### config.mk
export PLATFORM = sky130hd
export DESIGN_NAME = mem_bus_responder
export DESIGN_NICKNAME = d
export VERILOG_FILES = /design/src/rtl/mem_bus_responder.sv
export SDC_FILE = /design/constraint.sdc
export NUM_CORES = 1
export LEC_CHECK = 0
export CAP_MARGIN = 5
export CORE_ASPECT_RATIO = 0.8
export CORE_MARGIN = 5
export CORE_UTILIZATION = 30
export DETAILED_ROUTE_END_ITERATION = 6
export PLACE_DENSITY_LB_ADDON = 0.3
export SETUP_SLACK_MARGIN = 0.4
export SLEW_MARGIN = 20
export SYNTH_ARGS = -nofsm -noshare
export SYNTH_HDL_FRONTEND = slang
export SYNTH_SLANG_ARGS = --single-unit
### constraint.sdc
create_clock -name clk -period 2.25 [get_ports clk]
set_input_delay 0.45 -clock clk [delete_from_list [all_inputs] [get_ports clk]]
set_output_delay 0.45 -clock clk [all_outputs]
set_load 0.005 [all_outputs]
### src/rtl/mem_bus_responder.sv
// Memory-side responder for the core's byte bus: sequences rd/wr requests onto an
// asynchronous byte memory (setup, strobe, ready/timeout) with a one-entry pending slot.
module mem_bus_responder #(
  parameter int unsigned ADDR_W         = 16,
  parameter int unsigned STROBE_CYCLES  = 2,
  parameter int unsigned TIMEOUT_CYCLES = 15
) (
  input  logic              clk,
  input  logic              rst,
  input  logic              rd,
  input  logic              wr,
  input  logic [ADDR_W-1:0] addr,
  input  logic [7:0]        wr_data,
  output logic [7:0]        data_bus_in,
  output logic              rd_valid,
  output logic              wr_done,
  output logic              busy,
  output logic              overrun,
  output logic              req_err,
  output logic              timeout,
  output logic [ADDR_W-1:0] mem_addr,
  output logic [7:0]        mem_wdata,
  output logic              mem_oe,
  output logic              mem_we,
  input  logic [7:0]        mem_rdata,
  input  logic              mem_ready
);

  localparam logic [7:0] StrobeMin  = 8'(STROBE_CYCLES);
  localparam logic [7:0] TimeoutMax = 8'(TIMEOUT_CYCLES);

  typedef enum logic [1:0] {StIdle, StSetup, StStrobe} state_e;

  state_e              state_q, state_d;
  logic [7:0]          cnt_q, cnt_d;
  logic                acc_wr_q, acc_wr_d;
  logic                pend_vld_q, pend_vld_d;
  logic                pend_wr_q, pend_wr_d;
  logic [ADDR_W-1:0]   pend_addr_q, pend_addr_d;
  logic [7:0]          pend_wdata_q, pend_wdata_d;
  logic [7:0]          mdr_q, mdr_d;
  logic                rd_valid_q, rd_valid_d;
  logic                wr_done_q, wr_done_d;
  logic                overrun_q, overrun_d;
  logic                req_err_q, req_err_d;
  logic                timeout_q, timeout_d;
  logic [ADDR_W-1:0]   mem_addr_q, mem_addr_d;
  logic [7:0]          mem_wdata_q, mem_wdata_d;
  logic                mem_oe_q, mem_oe_d;
  logic                mem_we_q, mem_we_d;
  logic                req_vld;

  assign req_vld = rd ^ wr;

  // mem_addr_q/mem_wdata_q double as the access register: loaded on IDLE->SETUP.
  always_comb begin
    state_d      = state_q;
    cnt_d        = cnt_q;
    acc_wr_d     = acc_wr_q;
    pend_vld_d   = pend_vld_q;
    pend_wr_d    = pend_wr_q;
    pend_addr_d  = pend_addr_q;
    pend_wdata_d = pend_wdata_q;
    mdr_d        = mdr_q;
    mem_addr_d   = mem_addr_q;
    mem_wdata_d  = mem_wdata_q;
    mem_oe_d     = mem_oe_q;
    mem_we_d     = mem_we_q;
    rd_valid_d   = 1'b0;
    wr_done_d    = 1'b0;
    overrun_d    = 1'b0;
    timeout_d    = 1'b0;
    req_err_d    = rd & wr;

    if (state_q == StIdle) begin
      if (pend_vld_q) begin
        acc_wr_d    = pend_wr_q;
        mem_addr_d  = pend_addr_q;
        mem_wdata_d = pend_wdata_q;
        state_d     = StSetup;
        pend_vld_d  = req_vld;
        if (req_vld) begin
          pend_wr_d    = wr;
          pend_addr_d  = addr;
          pend_wdata_d = wr_data;
        end
      end else if (req_vld) begin
        acc_wr_d    = wr;
        mem_addr_d  = addr;
        mem_wdata_d = wr_data;
        state_d     = StSetup;
      end
    end else if (req_vld) begin
      if (pend_vld_q) begin
        overrun_d = 1'b1;
      end else begin
        pend_vld_d   = 1'b1;
        pend_wr_d    = wr;
        pend_addr_d  = addr;
        pend_wdata_d = wr_data;
      end
    end

    unique case (state_q)
      StIdle: ;
      StSetup: begin
        state_d  = StStrobe;
        cnt_d    = 8'd1;
        mem_oe_d = ~acc_wr_q;
        mem_we_d = acc_wr_q;
      end
      StStrobe: begin
        if (cnt_q >= StrobeMin && mem_ready) begin
          if (acc_wr_q) begin
            wr_done_d = 1'b1;
          end else begin
            mdr_d      = mem_rdata;
            rd_valid_d = 1'b1;
          end
          mem_oe_d = 1'b0;
          mem_we_d = 1'b0;
          state_d  = StIdle;
        end else if (cnt_q == TimeoutMax) begin
          if (!acc_wr_q) begin
            mdr_d      = 8'hFF;
            rd_valid_d = 1'b1;
          end
          timeout_d = 1'b1;
          mem_oe_d  = 1'b0;
          mem_we_d  = 1'b0;
          state_d   = StIdle;
        end else begin
          cnt_d = (cnt_q == 8'hFF) ? cnt_q : cnt_q + 8'd1;
        end
      end
      default: state_d = StIdle;
    endcase
  end

  always_ff @(posedge clk) begin
    if (rst) begin
      state_q      <= StIdle;
      cnt_q        <= 8'd0;
      acc_wr_q     <= 1'b0;
      pend_vld_q   <= 1'b0;
      pend_wr_q    <= 1'b0;
      pend_addr_q  <= '0;
      pend_wdata_q <= 8'h00;
      mdr_q        <= 8'h00;
      rd_valid_q   <= 1'b0;
      wr_done_q    <= 1'b0;
      overrun_q    <= 1'b0;
      req_err_q    <= 1'b0;
      timeout_q    <= 1'b0;
      mem_addr_q   <= '0;
      mem_wdata_q  <= 8'h00;
      mem_oe_q     <= 1'b0;
      mem_we_q     <= 1'b0;
    end else begin
      state_q      <= state_d;
      cnt_q        <= cnt_d;
      acc_wr_q     <= acc_wr_d;
      pend_vld_q   <= pend_vld_d;
      pend_wr_q    <= pend_wr_d;
      pend_addr_q  <= pend_addr_d;
      pend_wdata_q <= pend_wdata_d;
      mdr_q        <= mdr_d;
      rd_valid_q   <= rd_valid_d;
      wr_done_q    <= wr_done_d;
      overrun_q    <= overrun_d;
      req_err_q    <= req_err_d;
      timeout_q    <= timeout_d;
      mem_addr_q   <= mem_addr_d;
      mem_wdata_q  <= mem_wdata_d;
      mem_oe_q     <= mem_oe_d;
      mem_we_q     <= mem_we_d;
    end
  end

  assign data_bus_in = mdr_q;
  assign rd_valid    = rd_valid_q;
  assign wr_done     = wr_done_q;
  assign overrun     = overrun_q;
  assign req_err     = req_err_q;
  assign timeout     = timeout_q;
  assign mem_addr    = mem_addr_q;
  assign mem_wdata   = mem_wdata_q;
  assign mem_oe      = mem_oe_q;
  assign mem_we      = mem_we_q;
  assign busy        = (state_q != StIdle) | pend_vld_q;

endmodule
**Run 1: congestion heat map**

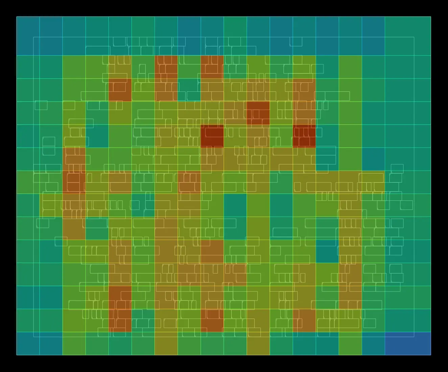
Final Util: 44.1%
GRT busiest layer: met2
average routed wire per standard cell: 13.9 um

**Run 1: clock distribution**

The bar under the picture is 20 um long.
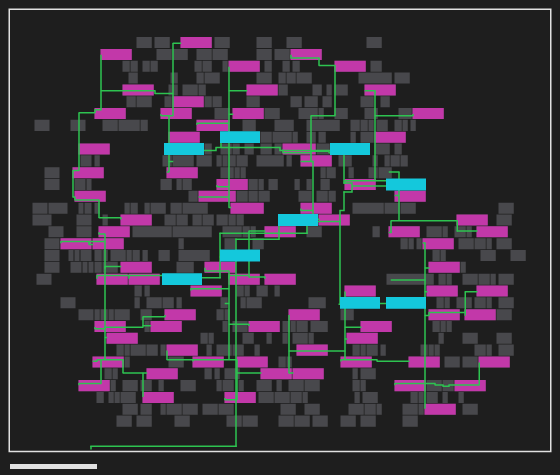
clock wires -> green  # length 985 um
clock drivers -> cyan  # count 9
flip-flops -> magenta  # count 76
flops lie = spread over the die
routed clock nets = 10

**Run 1: met3 routing**

The bar under the picture is 20 um long.
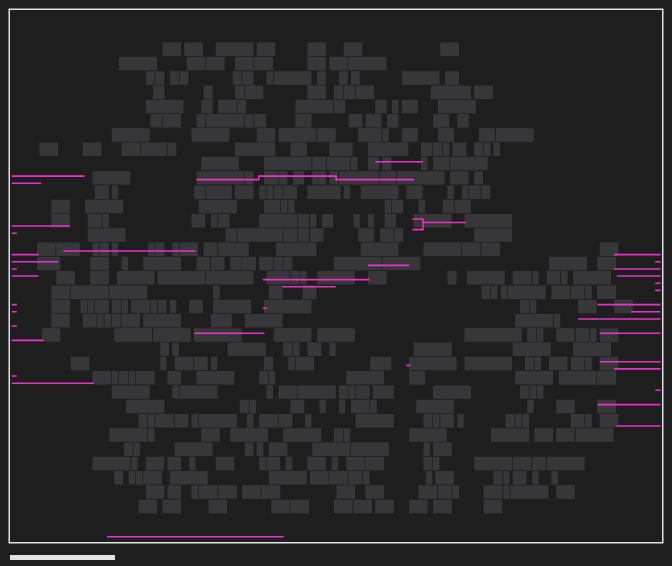
nets with wire on the layer = 33
wire length on this layer = 359 um
share of all routed wire = 4.5%
longest straight run = 33.3 um

==> out/qor.yml, run 1 <==
placed_design:
  gp_congestion: 0.809
  dp_cells: 558
global_route:
  met1_usage_pct: 16.9
  use_met2_pct: 19.6
  antenna_found_initial: 0
pwr:
  maxPowerGroup: "registers"
  switching_share_pct: 27.2
  pg_seq_mw: 1.57
  clkPwrFrac_pct: 37.8
logic_synthesis:
  async_reset_ff_share_pct: 0
  yosys.cell_types.count: 38
  syn_nets: 398
  edf_count: 0
  flop_cell: "dfxtp_1"
  ys_area_um2: 3130
  netlist.area_leader.share_pct: 48.6
  ys_cells: 357
outcome:
  status: "complete, no violations"
clocking:
  clk_pin_slew_ps: 60
  post_cts_buffers: 2
  cts_resized: 7
route:
  first_pass_iters: 4
  wl_met1_um: 3960
  via_count: 2698
  avgViaCountPerCell: 4.65
  ant_nets: 0
  wl_um: 8050
hold_path:
  worstHoldPathCells: 2
  min-delay-start: "rst"
floorplanning:
  die_w_um: 124
  io_pins: 77
  core_um2: 10200
cells_and_area:
  layoutNonFillerInstCount: 580
  n_antenna_cell: 0
  drive_gt1_share_pct: 12.3
  seq_share_pct: 33.9
  clkbuf_count: 10
  synthToLayoutAreaGrowth_pct: 44.4
  buffer_area_share_pct: 21.2
  clk_share_pct: 6.84
sta:
  slew_headroom_pct: 75.6
  period_used_pct: 78.1
  worst_hold_slack_ps: 418
  final_hold_viol_count: 0
  max_freq_mhz: 569
  fin_skew_ps: 7.90
worst_setup_path:
  startpoint_type: "flop"
  endpoint: "data_bus_in[0]$_SDFFE_PP0P_"
  r2r_end: "data_bus_in[0]$_SDFFE_PP0P_"
  slowest_stage: "dfxtp_1"
  critical_path_depth: 6
job:
  warning_count: 28
## run 1: Yosys cell counts (3+ instances only)
library cell	n
buf_2	3
nor3_1	19
a31oi_1	3
nor2b_1	10
buf_1	3
o21ai_0	3
a211oi_1	26
a21oi_1	33
nand2_1	58
nor2_1	36
ha_1	4
dfxtp_1	76
clkbuf_1	21
mux2i_1	25
inv_1	4
xnor2_1	4
## run 1: kinds of logic (layout without fill, tap and decap cells)
kind of cell	after synthesis	in the layout	share of synthesized area [%]
buffers and inverters	32	115	4.20
adders and majority gates	4	4	1.60
and+or+nand+nor	142	142	21.3
DFF	76	76	48.6
AOI/OAI and AO/OA	74	74	15.1
xor gates and xnor gates	4	4	1.12
muxes	25	25	8.00
--- run 2 (diff from run 1) ---
==> constraint.sdc (replaced) <==
create_clock -name clk -period 1.8 [get_ports clk]
set_input_delay 0.36 -clock clk [delete_from_list [all_inputs] [get_ports clk]]
set_output_delay 0.36 -clock clk [all_outputs]
set_load 0.005 [all_outputs]
**Run 2: clock distribution**

The bar under the picture is 20 um long.
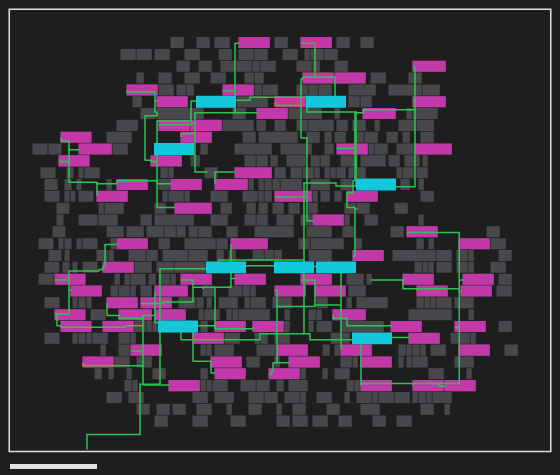
Clock Skew: 9.04 ps
clock share of power: 35.4%

**Run 2: wiring by layer**

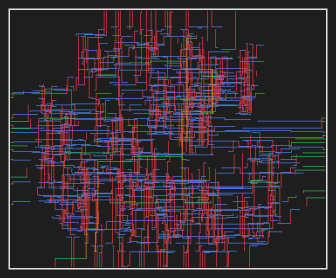
metal 4 -> orange  # wire length 136 um
metal 1 -> blue  # wire length 4320 um
metal 3 -> green  # wire length 368 um
metal 2 -> red  # wire length 4410 um
DRT Wirelength: 9230 um
average routed wire per standard cell: 14.9 um
DR vias: 2945

**Run 2: met3 routing**

The bar under the picture is 20 um long.
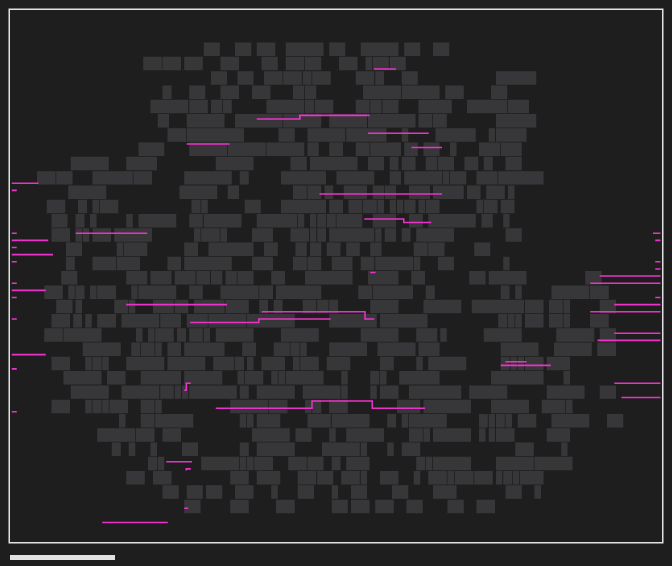
main direction = horizontal
share of all routed wire = 4.0%
nets with wire on the layer = 37
longest straight run = 23.0 um

==> run 2 against run 1 <==
Count of clock-buffer cells in the layout is the same. Hold slack got worse by 33 ps. Final area rose by 15%. Clock power increased by 24%. Clock skew up 1.1 ps. Register-to-register slack worse by 420 ps. Sequential share of layout area down 3.9 points. Area after synthesis did not move. Critical path depth unchanged. First-iteration DRC count fell by 36%. Critical path type unchanged. Largest power group unchanged.
==> out/qor.yml, run 2 <==
outcome:
  status: "complete, no violations"
global_route:
  met1_usage_pct: 19.5
  antenna_found_initial: 0
  grt_max_degree: 27
  use_met2_pct: 22.7
  busiest_layer: "met2"
  use_met3_pct: 3.35
placed_design:
  gp_congestion: 0.845
  dp_cells: 572
sta:
  slew_headroom_pct: 77.3
  final_hold_viol_count: 0
  period_used_pct: 95.7
  worstMarginPinSlew_ps: 340
  worst_hold_slack_ps: 385
cells_and_area:
  clkbuf_count: 10
  buffer_area_share_pct: 25.3
  seq_share_pct: 29.9
  utilization_pct: 50.6
  layout_top_cells: "dfxtp_1 (63), nand2_1 (56), dlygate4sd2_1 (40)"
  clk_share_pct: 5.80
  synthToLayoutAreaGrowth_pct: 65.5
  n_antenna_cell: 0
  comb_area_um2: 1820
  layoutNonFillerInstCount: 618
  logic_gates: 250
worst_setup_path:
  critical_path_depth: 6
  r2r_end: "data_bus_in[2]$_SDFFE_PP0P_"
  endpoint: "data_bus_in[2]$_SDFFE_PP0P_"
  slowest_stage: "a211o_1"
  r2r-start: "cnt_q[7]$_SDFFE_PP0P_"
  startpoint_type: "flop"
  rrSetupSlack_ps: 80
logic_synthesis:
  yosys.cell_types.count: 38
  yosys.area_share.aoi_pct: 15.1
  mux_share_pct: 8.00
  synthCells: 357
  synth-xor-area-share_pct: 1.12
  yosysMostFrequentCell: "dfxtp_1"
  ys_area_um2: 3130
  yosys-top-cells-count: "dfxtp_1 (76), nand2_1 (58), nor2_1 (36), a21oi_1 (33), a211oi_1 (26)"
  flop_cell: "dfxtp_1"
  ys_cells: 357
  netlist.area_leader.share_pct: 48.6
  syn_nets: 398
  synth-adder-area-share_pct: 1.60
  async_reset_ff_share_pct: 0
  edf_count: 0
  ys_sh_simple_pct: 21.3
pwr:
  powerClk_mw: 1.83
  p_switching_mw: 1.49
  maxPowerGroup: "registers"
  switching_share_pct: 28.8
  pg_seq_mw: 1.98
job:
  warning_count: 30
floorplanning:
  core_um2: 10200
  die_w_um: 124
  die_area_um2: 12600
  io_pins: 77
clocking:
  clk_pin_slew_ps: 60
route:
  met2WireLength_um: 4410
  wl_met1_um: 4320
  ant_nets: 0
  first_pass_iters: 4
  avgViaCountPerCell: 4.77
  first_iter_violations: 101
hold_path:
  min-delay-start: "rst"
  worstHoldPathCells: 2
  hp-class: "in2reg"
## run 2: cell count changes in the layout (fill, tap and decap cells not counted), moves of 4 or more
cell | before | now
a211oi_1 | 26 | 10
a211oi_2 | 0 | 16
buf_12 | 2 | 7
buf_4 | 13 | 32
buf_6 | 3 | 13
clkdlybuf4s50_1 | 72 | 33
dfxtp_1 | 72 | 63
dfxtp_2 | 3 | 8
dfxtp_4 | 1 | 5
dlygate4sd2_1 | 1 | 40
nor3_1 | 18 | 7
nor3_2 | 1 | 10
## run 2: repair_timing
| item | in CTS | in global routing |
|---|---|---|
| hold buffers | 0 | 0 |
| buffers inserted | 14 | 10 |
| pin swaps | 8 | 18 |
| cloned | 5 | 1 |
| setup endpoints to repair | 112 | 67 |
| resized | 84 | 45 |
Power is estimated from default activity; no workload was simulated.
